==> run_1/congestion.png <==
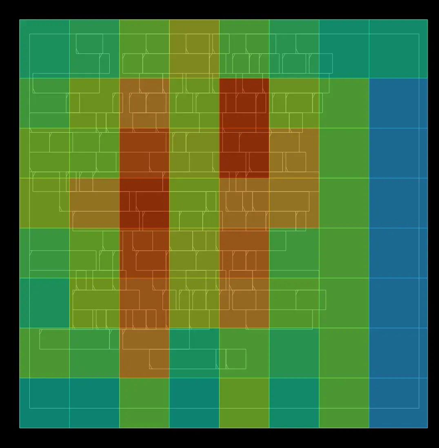
==> run_1/layer_met2.png <==
Cells faint in the background.
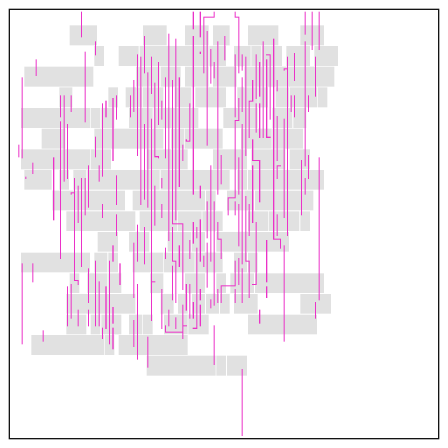
==> run_1/layer_met3.png <==
The bar under the picture is 20 um long. Cells faint in the background.
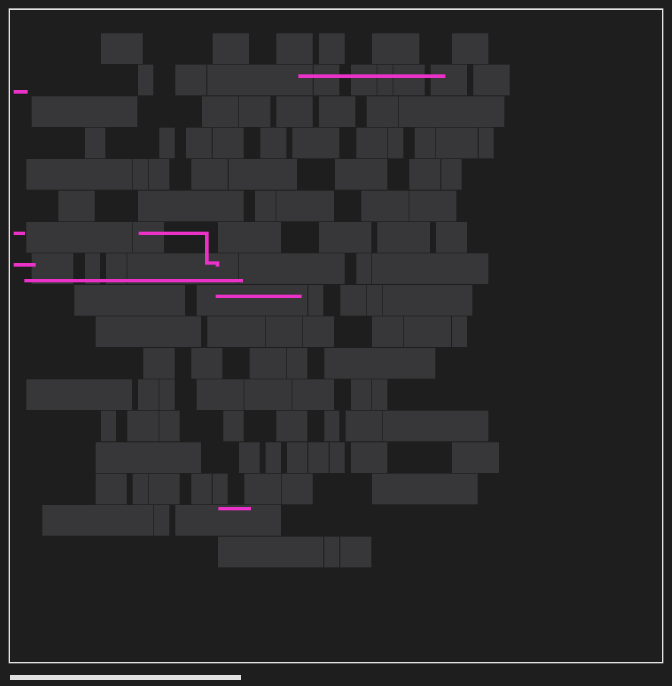
### src/rtl/carfield_xilinx_rst_seq.sv
// Reset sequencer for the Xilinx Carfield target: waits for DRAM calibration, releases the
// memory-side reset, then the SoC power-on reset. Optional timeout flag: CARFIELD_RSTSEQ_CALIB_TIMEOUT_EN.
module carfield_xilinx_rst_seq #(
  parameter int unsigned HoldCycles   = 64,
  parameter int unsigned StageGap     = 16,
  parameter int unsigned CalibTimeout = 2**20,
  parameter int unsigned SyncStages   = 2
) (
  input  logic       clk_i,
  input  logic       rst_i,
  input  logic       calib_done_i,
  input  logic       sw_rst_req_i,
  output logic       mem_rst_no,
  output logic       soc_rst_no,
  output logic       calib_timeout_o,
  output logic [1:0] rst_cause_o,
  output logic [2:0] state_o
);

  localparam int unsigned MaxCnt = (HoldCycles > StageGap) ? HoldCycles : StageGap;
  localparam int unsigned CntW   = ($clog2(MaxCnt) > 0) ? $clog2(MaxCnt) : 1;

  typedef enum logic [2:0] {
    RESET      = 3'd0,
    WAIT_CALIB = 3'd1,
    HOLD       = 3'd2,
    MEM_UP     = 3'd3,
    RUN        = 3'd4
  } state_e;

  localparam logic [1:0] CauseNone = 2'b00;
  localparam logic [1:0] CauseSw   = 2'b01;
  localparam logic [1:0] CauseCal  = 2'b10;

  state_e            state_q, state_d;
  logic [CntW-1:0]   cnt_q, cnt_d;
  logic [1:0]        cause_q, cause_d;
  logic              mem_q, soc_q;
  logic [SyncStages-1:0] sync_q;
  logic              cal_s;

  // calib_done_i comes from the MIG domain; only the last flop of the chain is used.
  always_ff @(posedge clk_i or posedge rst_i) begin
    if (rst_i) sync_q <= '0;
    else       sync_q <= {sync_q[SyncStages-2:0], calib_done_i};
  end

  assign cal_s = sync_q[SyncStages-1];

  always_ff @(posedge clk_i or posedge rst_i) begin
    if (rst_i) begin
      state_q <= RESET;
      cnt_q   <= '0;
      cause_q <= CauseNone;
      mem_q   <= 1'b0;
      soc_q   <= 1'b0;
    end else begin
      state_q <= state_d;
      cnt_q   <= cnt_d;
      cause_q <= cause_d;
      mem_q   <= (state_d == MEM_UP) || (state_d == RUN);
      soc_q   <= (state_d == RUN);
    end
  end

  always_comb begin
    state_d = state_q;
    cnt_d   = cnt_q;
    cause_d = cause_q;
    unique case (state_q)
      RESET: begin
        state_d = WAIT_CALIB;
        cnt_d   = '0;
      end
      WAIT_CALIB: begin
        if (cal_s) begin
          state_d = HOLD;
          cnt_d   = '0;
        end
      end
      HOLD: begin
        if (cnt_q == CntW'(HoldCycles - 1)) begin
          state_d = MEM_UP;
          cnt_d   = '0;
        end else begin
          cnt_d = cnt_q + 1'b1;
        end
      end
      MEM_UP: begin
        if (cnt_q == CntW'(StageGap - 1)) begin
          state_d = RUN;
          cnt_d   = '0;
        end else begin
          cnt_d = cnt_q + 1'b1;
        end
      end
      RUN: begin
        state_d = RUN;
      end
      default: begin
        state_d = RESET;
        cnt_d   = '0;
      end
    endcase

    // Re-entry events override normal sequencing; calibration loss takes priority.
    if ((state_q == HOLD) || (state_q == MEM_UP) || (state_q == RUN)) begin
      if (!cal_s) begin
        state_d = WAIT_CALIB;
        cnt_d   = '0;
        cause_d = CauseCal;
      end else if (sw_rst_req_i) begin
        state_d = HOLD;
        cnt_d   = '0;
        cause_d = CauseSw;
      end
    end
  end

`ifdef CARFIELD_RSTSEQ_CALIB_TIMEOUT_EN
  localparam int unsigned ToW = $clog2(CalibTimeout);

  logic [ToW-1:0] to_cnt_q;
  logic           to_flag_q;

  // Counter parks at its terminal value; the flag is sticky until rst_i.
  always_ff @(posedge clk_i or posedge rst_i) begin
    if (rst_i) begin
      to_cnt_q  <= '0;
      to_flag_q <= 1'b0;
    end else begin
      if (state_q != WAIT_CALIB) begin
        to_cnt_q <= '0;
      end else if (!cal_s && (to_cnt_q != ToW'(CalibTimeout - 1))) begin
        to_cnt_q <= to_cnt_q + 1'b1;
      end
      if ((state_q == WAIT_CALIB) && (to_cnt_q == ToW'(CalibTimeout - 1))) begin
        to_flag_q <= 1'b1;
      end
    end
  end

  assign calib_timeout_o = to_flag_q;
`else
  // No timeout logic in this build; the comparison folds to a constant 0.
  assign calib_timeout_o = (CalibTimeout < 0);
`endif

  assign mem_rst_no  = mem_q;
  assign soc_rst_no  = soc_q;
  assign rst_cause_o = cause_q;
  assign state_o     = state_q;

endmodule
### config.mk
export PLATFORM = sky130hd
export DESIGN_NAME = carfield_xilinx_rst_seq
export DESIGN_NICKNAME = d
export VERILOG_FILES = /design/src/rtl/carfield_xilinx_rst_seq.sv
export SDC_FILE = /design/constraint.sdc
export NUM_CORES = 1
export LEC_CHECK = 0
export ABC_AREA = 0
export CAP_MARGIN = 20
export CORE_UTILIZATION = 30
export CTS_BUF_LIST = sky130_fd_sc_hd__clkbuf_16
export DETAILED_ROUTE_END_ITERATION = 6
export GPL_TIMING_DRIVEN = 0
export HOLD_SLACK_MARGIN = 0.08
export SYNTH_ARGS = -nofsm -noshare
export SYNTH_HDL_FRONTEND = slang
export SYNTH_SLANG_ARGS = --single-unit
### constraint.sdc
create_clock -name clk_i -period 1.6 [get_ports clk_i]
set_clock_uncertainty 0.2 [all_clocks]
set_input_delay 0.32 -clock clk_i [delete_from_list [all_inputs] [get_ports clk_i]]
set_output_delay 0.32 -clock clk_i [all_outputs]
set_load 0.02 [all_outputs]
==> impl_metrics.py, run 1 <==
# Metrics from the implementation run
metrics = {
    "outcome": {
        "status": "finished with violations",
        "failed_checks": "setup timing",
    },
    "timing": {
        "maxSlewHeadroom": 0.611,
        "timing.final.crit_period_ps": 1690,
        "grt_setup_unrepaired": "yes",
        "final_critical_path_setup_slack_ps": -89.0,
        "finalHoldViolations": 0,
        "max_freq_mhz": 592,
        "timing_worst_slew_pin_value_ps": 583,
        "maxSlewViolCount": 0,
        "fin_setup_tns_ps": -190,
        "final.period_utilization": 1.06,
        "setup-violations-final": 3,
        "whs_ps": 157,
    },
    "synthesis": {
        "synthDominantCellAreaShare": 0.423,
        "ys_ff": 15,
        "synth.avg_cell_area_um2": 9.44,
        "post_synth_instance_area_um2": 887,
        "ys_top_cells_by_count": "sky130_fd_sc_hd__dfrtp_1 (15), sky130_fd_sc_hd__nor2_1 (12), sky130_fd_sc_hd__a21oi_1 (7)",
        "post_synth_main_area_contributors": "sky130_fd_sc_hd__dfrtp_1 (42%), sky130_fd_sc_hd__nor2_1 (5.1%), sky130_fd_sc_hd__a21oi_1 (3.9%)",
        "ys_seq_share": 0.423,
        "synth_async_sr_flop_share": 1.00,
        "netlist.top_cell.by_area": "sky130_fd_sc_hd__dfrtp_1",
        "count_of_flip_flops_with_a_built_in_enable_after_synthesis": 0,
        "fp_nets": 99,
        "synth-area-yosys_um2": 887,
        "syn_inst": 94,
        "flop_cell": "sky130_fd_sc_hd__dfrtp_1",
        "ys_warn_count": 0,
        "yosys_cells": 94,
        "most_repeated_cell_in_the_gate_level_netlist_after_synthesis": "sky130_fd_sc_hd__dfrtp_1",
        "synth.lib_cells_used.distinct": 36,
    },
    "global_routing": {
        "grt_first_pass_wirelength_mm": 3.44,
        "grt_max_degree": 16,
        "grt_pass1_vias": 762,
        "grt_overflow": 0,
        "globalRouteTotalUtil": 0.141,
        "initial_antenna_violation_count": 0,
    },
    "die": {
        "floorplan.io_pins": 12,
        "rows": 19,
        "floorplanUtilization": 0.319,
        "standard_cell_core_area_um2": 2780,
        "die_width_um": 56.4,
        "dieArea_um2": 3180,
        "floorplan.die.height_um": 56.4,
    },
    "final_layout": {
        "final_net_count": 122,
        "drive_gt1_frac": 0.345,
        "finish.instance_area_um2": 1260,
        "antenna_cells": 0,
        "layout_overhead_on_the_synthesized_area_pct": 42.2,
    },
    "placement": {
        "routabilityCongestion": 0.793,
        "portBuffers": 10,
        "postPlaceCellArea_um2": 1040,
        "detailedPlace.worstSlack_ps": -522,
        "hpwl_reported_at_the_end_of_detailed_placement_mm": 1.41,
    },
    "worst_setup_path": {
        "worst-endpoint-required_ps": 1540,
        "critical_path.startpoint_type": "flop",
        "worst_path_largest_cell_delay_ps": 400,
        "setup_crit_end_kind": "flop",
        "path_class": "reg2reg",
        "critical_path_cell_by_cell": "ha_4 > and3_4 > nand4_1 > a32o_2 > a21o_1",
        "critPathMaxFanout": 5,
        "critical-path-slowest-cell": "sky130_fd_sc_hd__dfrtp_2",
        "arrival_ps": 1630,
    },
    "clock_tree": {
        "cts_tree": "built",
        "clock-sinks": 15,
        "path_clk_slew_ps": 50,
        "ctsHtreeMaxLevel": 1,
        "clock_tree.buffer_depth": 2,
        "root_buffer": "sky130_fd_sc_hd__clkbuf_16",
        "cts-buffers-inserted": 3,
        "clock_insertion_delay_worst_skew_ps": 250,
    },
    "power_and_ir_drop": {
        "power.density_cell_area_nw_per_um2": 1100,
        "static-leakage-power_nw": 0.538,
        "power.ir.vdd_worst_mv": 0.888,
        "total_power_mw": 1.39,
    },
    "drt": {
        "drt-vias-per-instance": 5.35,
        "dr.pass1.iters": 4,
        "detail_route.iter0.violations": 18,
        "wire_per_inst_um": 14.8,
        "drc_errors": 0,
        "antenna_violating_nets_post_route": 0,
    },
    "min_path": {
        "min_path_type": "reg2reg",
    },
    "run": {
        "stage_log_warnings": 29,
        "timing.max_cap.violations": 0,
    },
}
## Picture notes: congestion.png
met3 capacity usage during global routing: 0.0276
met1 layer usage reported by global route: 0.175

## Picture notes: layer_met2.png
share of all routed wire: 51%
longest straight run: 27.2 um
main direction: vertical
GRT met2 Usage: 0.230
wirelength, routed: 2.18 mm
total number of vias: 787

## Picture notes: layer_met3.png
main direction: horizontal
nets with wire on the layer: 5
wire length on this layer: 53.3 um

[run 1: what timing repair did]
item | 4_1_cts | 5_1_grt
setup endpoints to repair | 17 | 12
pin swaps | 4 | 11
resized | 17 | 14
hold buffers | 0 | 0
cloned | 0 | 0
setup buffers | 4 | 4
[run 1: metrics by stage]
step	util	instances
floorplan	-	94
global placement	0.374	135
detailed placement	0.374	135
CTS	0.425	143
global route	0.453	147
finish	0.453	147
[run 1: worst max-delay path, delay by kind of cell, from the launching register on]
kind	cells	cell delay, ps
AOI/OAI and AO/OA	2	480
DFF	1	400
adders and majority gates	1	150
and+or+nand+nor	2	350
[run 1: state kept, by name, summed over array words and instances (netlist names)]
register and flops:
cnt_q 6, mem_rst_no 1, rst_cause_o 2, soc_rst_no 1
state_o 3, sync_q 2
[run 1: kinds of logic after synthesis]
| group | after synthesis | synth area share |
|---|---|---|
| AOI/OAI and AO/OA | 29 | 0.247 |
| other | 1 | 0.00423 |
| adders and majority gates | 1 | 0.0141 |
| DFF | 15 | 0.423 |
| buffers and inverters | 8 | 0.0592 |
| and+or+nand+nor | 40 | 0.252 |
[run 1: cells in the final DEF (no fill, tap or decap), types with 2 or more instances in the layout]
master,count
sky130_fd_sc_hd__nor3_1,2
sky130_fd_sc_hd__inv_1,3
sky130_fd_sc_hd__o21ai_1,3
sky130_fd_sc_hd__buf_4,8
sky130_fd_sc_hd__nor2b_1,3
sky130_fd_sc_hd__o21a_1,2
sky130_fd_sc_hd__clkbuf_16,3
sky130_fd_sc_hd__buf_6,5
sky130_fd_sc_hd__dlygate4sd2_1,8
sky130_fd_sc_hd__nor3b_2,2
sky130_fd_sc_hd__nor3b_1,2
sky130_fd_sc_hd__nor2b_4,2
sky130_fd_sc_hd__and2b_2,2
sky130_fd_sc_hd__dfrtp_1,10
sky130_fd_sc_hd__nand2_1,6
sky130_fd_sc_hd__o21ai_0,2
sky130_fd_sc_hd__clkdlybuf4s50_1,2
sky130_fd_sc_hd__a22oi_1,2
sky130_fd_sc_hd__dfrtp_2,5
sky130_fd_sc_hd__nor2_1,11
sky130_fd_sc_hd__a21oi_1,6
[run 1: report_power, final]
group	switching, mW	internal, mW	total [mW]
clock network	0.161	0.334	0.495
logic	0.225	0.201	0.425
registers	0.0477	0.422	0.470
total	0.433	0.957	1.39
[run 1: worst paths after layout]
kind | start | endpoint | slack, ps | cells after the start
min in group asynchronous | rst_i | mem_rst_no | 230 | 2
worst min register to register | sync_q[0] | sync_q[1] | 160 | 0
max in group asynchronous | rst_i | cnt_q[0] | 550 | 2
worst max register to register | cnt_q[0] | mem_rst_no | -90 | 5
worst max-delay path | cnt_q[0] | mem_rst_no | -90 | 5
worst min-delay path | sync_q[0] | sync_q[1] | 160 | 0
[run 1: final cells by class]
type	count	area (um^2)
multi-input cells	71	543
repair buffers	18	154
plain buffers	5	52.6
clock buffers	3	75.1
clock inverters	1	5.00
flip-flops and latches	15	382
inverters	3	11.3
well taps	31	38.8
fillers	260	1520
[run 1: routing by layer]
metal  global-route usage  share of wire
met1                0.175           0.45
met2                0.230           0.51
met3               0.0276          0.024
met4               0.0801          0.017
met5                    0              0
==> run_1/clk_routes.png <==
The bar under the picture is 20 um long.
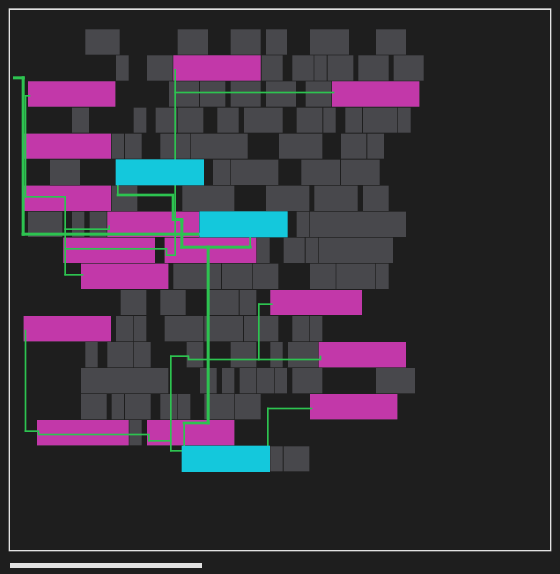

==> run 1 -> run 2 <==
REMOVE_ABC_BUFFERS = 1   (was not set)
SLEW_MARGIN = 20   (was not set)
==> run_2/clk_routes.png <==
The bar under the picture is 20 um long.
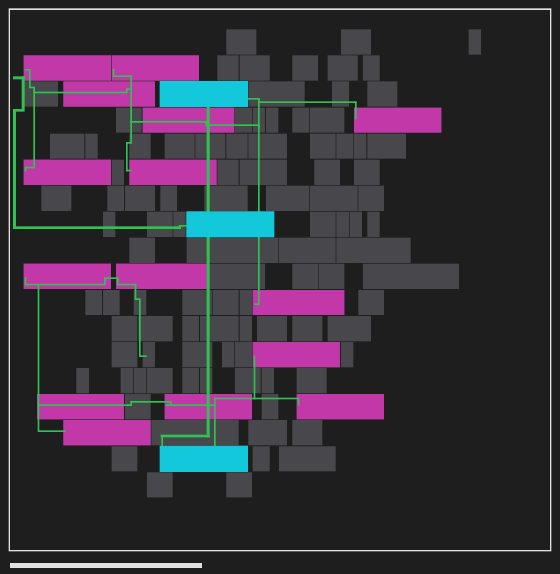
[magenta] flip-flops | count: 15
[cyan] clock drivers | count: 3
[green] clock wires | length: 254 um
routed clock nets: 4

==> impl_metrics.py, run 2 <==
# Metrics from the implementation run
metrics = {
    "clock_tree": {
        "ctsHtreeMaxLevel": 1,
        "clock-sinks": 15,
        "cts_tree": "built",
        "path_clk_slew_ps": 50,
        "clock_insertion_delay_worst_skew_ps": 250,
        "root_buffer": "sky130_fd_sc_hd__clkbuf_16",
        "number_of_buffers_added_to_fix_hold_violations_after_cts": 0,
        "clock_tree.buffer_depth": 2,
        "cts-buffers-inserted": 3,
    },
    "final_layout": {
        "final_net_count": 121,
        "fillCellCount": 246,
        "max_flop_register": "cnt_q",
        "layout_overhead_on_the_synthesized_area_pct": 43.9,
        "layout.cells.most_common_list": "sky130_fd_sc_hd__nor2_1 (11), sky130_fd_sc_hd__dfrtp_1 (11), sky130_fd_sc_hd__buf_4 (10)",
        "largest_reg_flops": 6,
        "drive_gt1_frac": 0.383,
    },
    "power_and_ir_drop": {
        "static-leakage-power_nw": 0.543,
        "p_int_uw": 964,
        "power.sequential.fraction": 0.346,
        "power_switching_uw": 451,
        "power_switching_share": 0.319,
        "power.density_cell_area_nw_per_um2": 1110,
        "share_comb_of_total_power": 0.303,
        "power.ir.vdd_worst_mv": 0.942,
        "power.clock.fraction": 0.350,
    },
    "timing": {
        "setup-violations-final": 2,
        "finalHoldViolations": 0,
        "final.period_utilization": 1.05,
        "timing_worst_slew_pin_value_ps": 585,
        "timing.final.crit_period_ps": 1680,
        "final_critical_path_setup_slack_ps": -77.8,
        "fin_setup_tns_ps": -144,
        "grt_setup_unrepaired": "yes",
        "max_freq_mhz": 596,
        "maxSlewHeadroom": 0.609,
        "whs_ps": 150,
        "maxSlewViolCount": 0,
    },
    "synthesis": {
        "most_repeated_cell_in_the_gate_level_netlist_after_synthesis": "sky130_fd_sc_hd__dfrtp_1",
        "netlist.top_cell.by_area": "sky130_fd_sc_hd__dfrtp_1",
        "synth-area-yosys_um2": 887,
        "flop_cell": "sky130_fd_sc_hd__dfrtp_1",
        "synthDominantCellAreaShare": 0.423,
        "syn_inst": 94,
        "synth.lib_cells_used.distinct": 36,
        "ys_seq_share": 0.423,
        "ys_warn_count": 0,
        "count_of_flip_flops_with_a_built_in_enable_after_synthesis": 0,
        "post_synth_instance_area_um2": 887,
        "synth_async_sr_flop_share": 1.00,
        "yosys_cells": 94,
        "synth.avg_cell_area_um2": 9.44,
        "ys_ff": 15,
    },
    "outcome": {
        "failed_checks": "setup timing",
        "status": "finished with violations",
    },
    "worst_setup_path": {
        "critical-path-slowest-cell": "sky130_fd_sc_hd__dfrtp_1",
        "critPathMaxFanout": 4,
        "path_class": "reg2reg",
        "reg2reg_slack_ps": -80,
        "critical_path.startpoint_type": "flop",
        "worst_path_largest_cell_delay_ps": 390,
        "critical_path_cell_by_cell": "ha_4 > and3_4 > nand4_1 > a32o_2 > a21o_1",
        "path_delay_family": "AND-OR/OR-AND gates",
        "worst-endpoint-required_ps": 1540,
        "setup_crit_end_kind": "flop",
        "rr_startpoint": "cnt_q[1]",
        "arrival_ps": 1620,
        "worst-path-buf-inv": 0,
        "r2r_cells": 5,
    },
    "die": {
        "floorplan.io_pins": 12,
        "floorplanUtilization": 0.319,
        "standard_cell_core_area_um2": 2780,
        "rows": 19,
        "die_width_um": 56.4,
    },
    "drt": {
        "antenna_violating_nets_post_route": 0,
        "vias": 799,
        "drc_errors": 0,
        "drt-vias-per-instance": 5.47,
        "dr.pass1.iters": 4,
        "detail_route.iter0.violations": 39,
        "drt_wl_total_mm": 2.29,
    },
    "placement": {
        "portBuffers": 10,
        "routabilityCongestion": 0.699,
    },
    "run": {
        "timing.max_cap.violations": 0,
    },
    "min_path": {
        "worst_hold_path.num_cells": 0,
        "hold_start": "sync_q[0]",
        "min_path_type": "reg2reg",
    },
    "global_routing": {
        "globalRouteTotalUtil": 0.149,
        "grt_max_degree": 16,
        "grt_overflow": 0,
        "initial_antenna_violation_count": 0,
        "grt_pass1_vias": 808,
        "grt_first_pass_wirelength_mm": 3.64,
    },
}
## run 2: cell counts after synthesis
No cell type changed its count.
## run 2: worst max path at each step
| stage | startpoint | to | slack, ps | cells past startpoint |
|---|---|---|---|---|
| 5_1_grt | cnt_q[0] | mem_rst_no | -140 | 5 |
| 3_5_place_dp | sw_rst_req_i | cnt_q[1] | -480 | 5 |
| 2_1_floorplan | cnt_q[0] | mem_rst_no | -100 | 5 |
| 6_report | cnt_q[1] | mem_rst_no | -80 | 5 |
| 3_3_place_gp | sw_rst_req_i | cnt_q[0] | -490 | 5 |
| 4_1_cts | cnt_q[1] | state_o[0] | -60 | 5 |
## run 2: layout make-up
cell class,instances,area (um^2),area share
clock buffer,3,75.1,0.0588
clock inverter,1,3.75,0.00294
inverter,3,11.3,0.00882
multi-input combinational,71,593,0.465
sequential,15,380,0.298
tap,31,38.8,0.0304
timing repair buffer,22,174,0.136
## run 2: logic make-up after synthesis
family,synth area share
other,0.00423
flip-flops,0.423
buffers and inverters,0.0592
adder cells (fa/ha/maj),0.0141
AND-OR/OR-AND,0.247
AND/OR/NAND/NOR,0.252
## run 2: what timing repair did
item,CTS,global route
resized,23,23
pin swaps,6,6
setup buffers,9,3
endpoints found under the setup margin,19,14
## run 2: power by group through the flow
stage | Clock, mW | Sequential [mW] | Combinational (mW)
after floorplan | 0 | 0.507 | 0.174
after global placement | 0 | 0.483 | 0.301
after detailed placement | 0 | 0.487 | 0.307
after CTS | 0.498 | 0.485 | 0.356
after global routing | 0.511 | 0.499 | 0.458
final | 0.496 | 0.490 | 0.430
## run 2: worst reg2reg max path, cell delays in order (launching register included)
cell and delay, ps:
sky130_fd_sc_hd__dfrtp_1 390, sky130_fd_sc_hd__ha_4 160, sky130_fd_sc_hd__and3_4 240, sky130_fd_sc_hd__nand4_1 120, sky130_fd_sc_hd__a32o_2 290, sky130_fd_sc_hd__a21o_1 180
## run 2: metal layers
layer  GRT usage  up-vias  share of wire
li1            -      381              -
met2       0.248       22           0.49
met4      0.0836        0          0.027
met5           0        -              0
met1       0.184      389           0.44
met3      0.0207        7          0.039
## run 2: metrics by stage
stage	util	setup WS, ps	cells	instance area [um^2]	total power, mW
floorplan	-	-104	89	846	0.681
global placement	0.354	-493	130	985	0.784
detailed placement	0.354	-481	130	985	0.794
CTS	0.424	-57.4	143	1180	1.34
global route	0.459	-142	146	1280	1.47
finish	0.459	-77.8	146	1280	1.42
Power figures rest on the tool's default switching activity, not on a simulated workload.
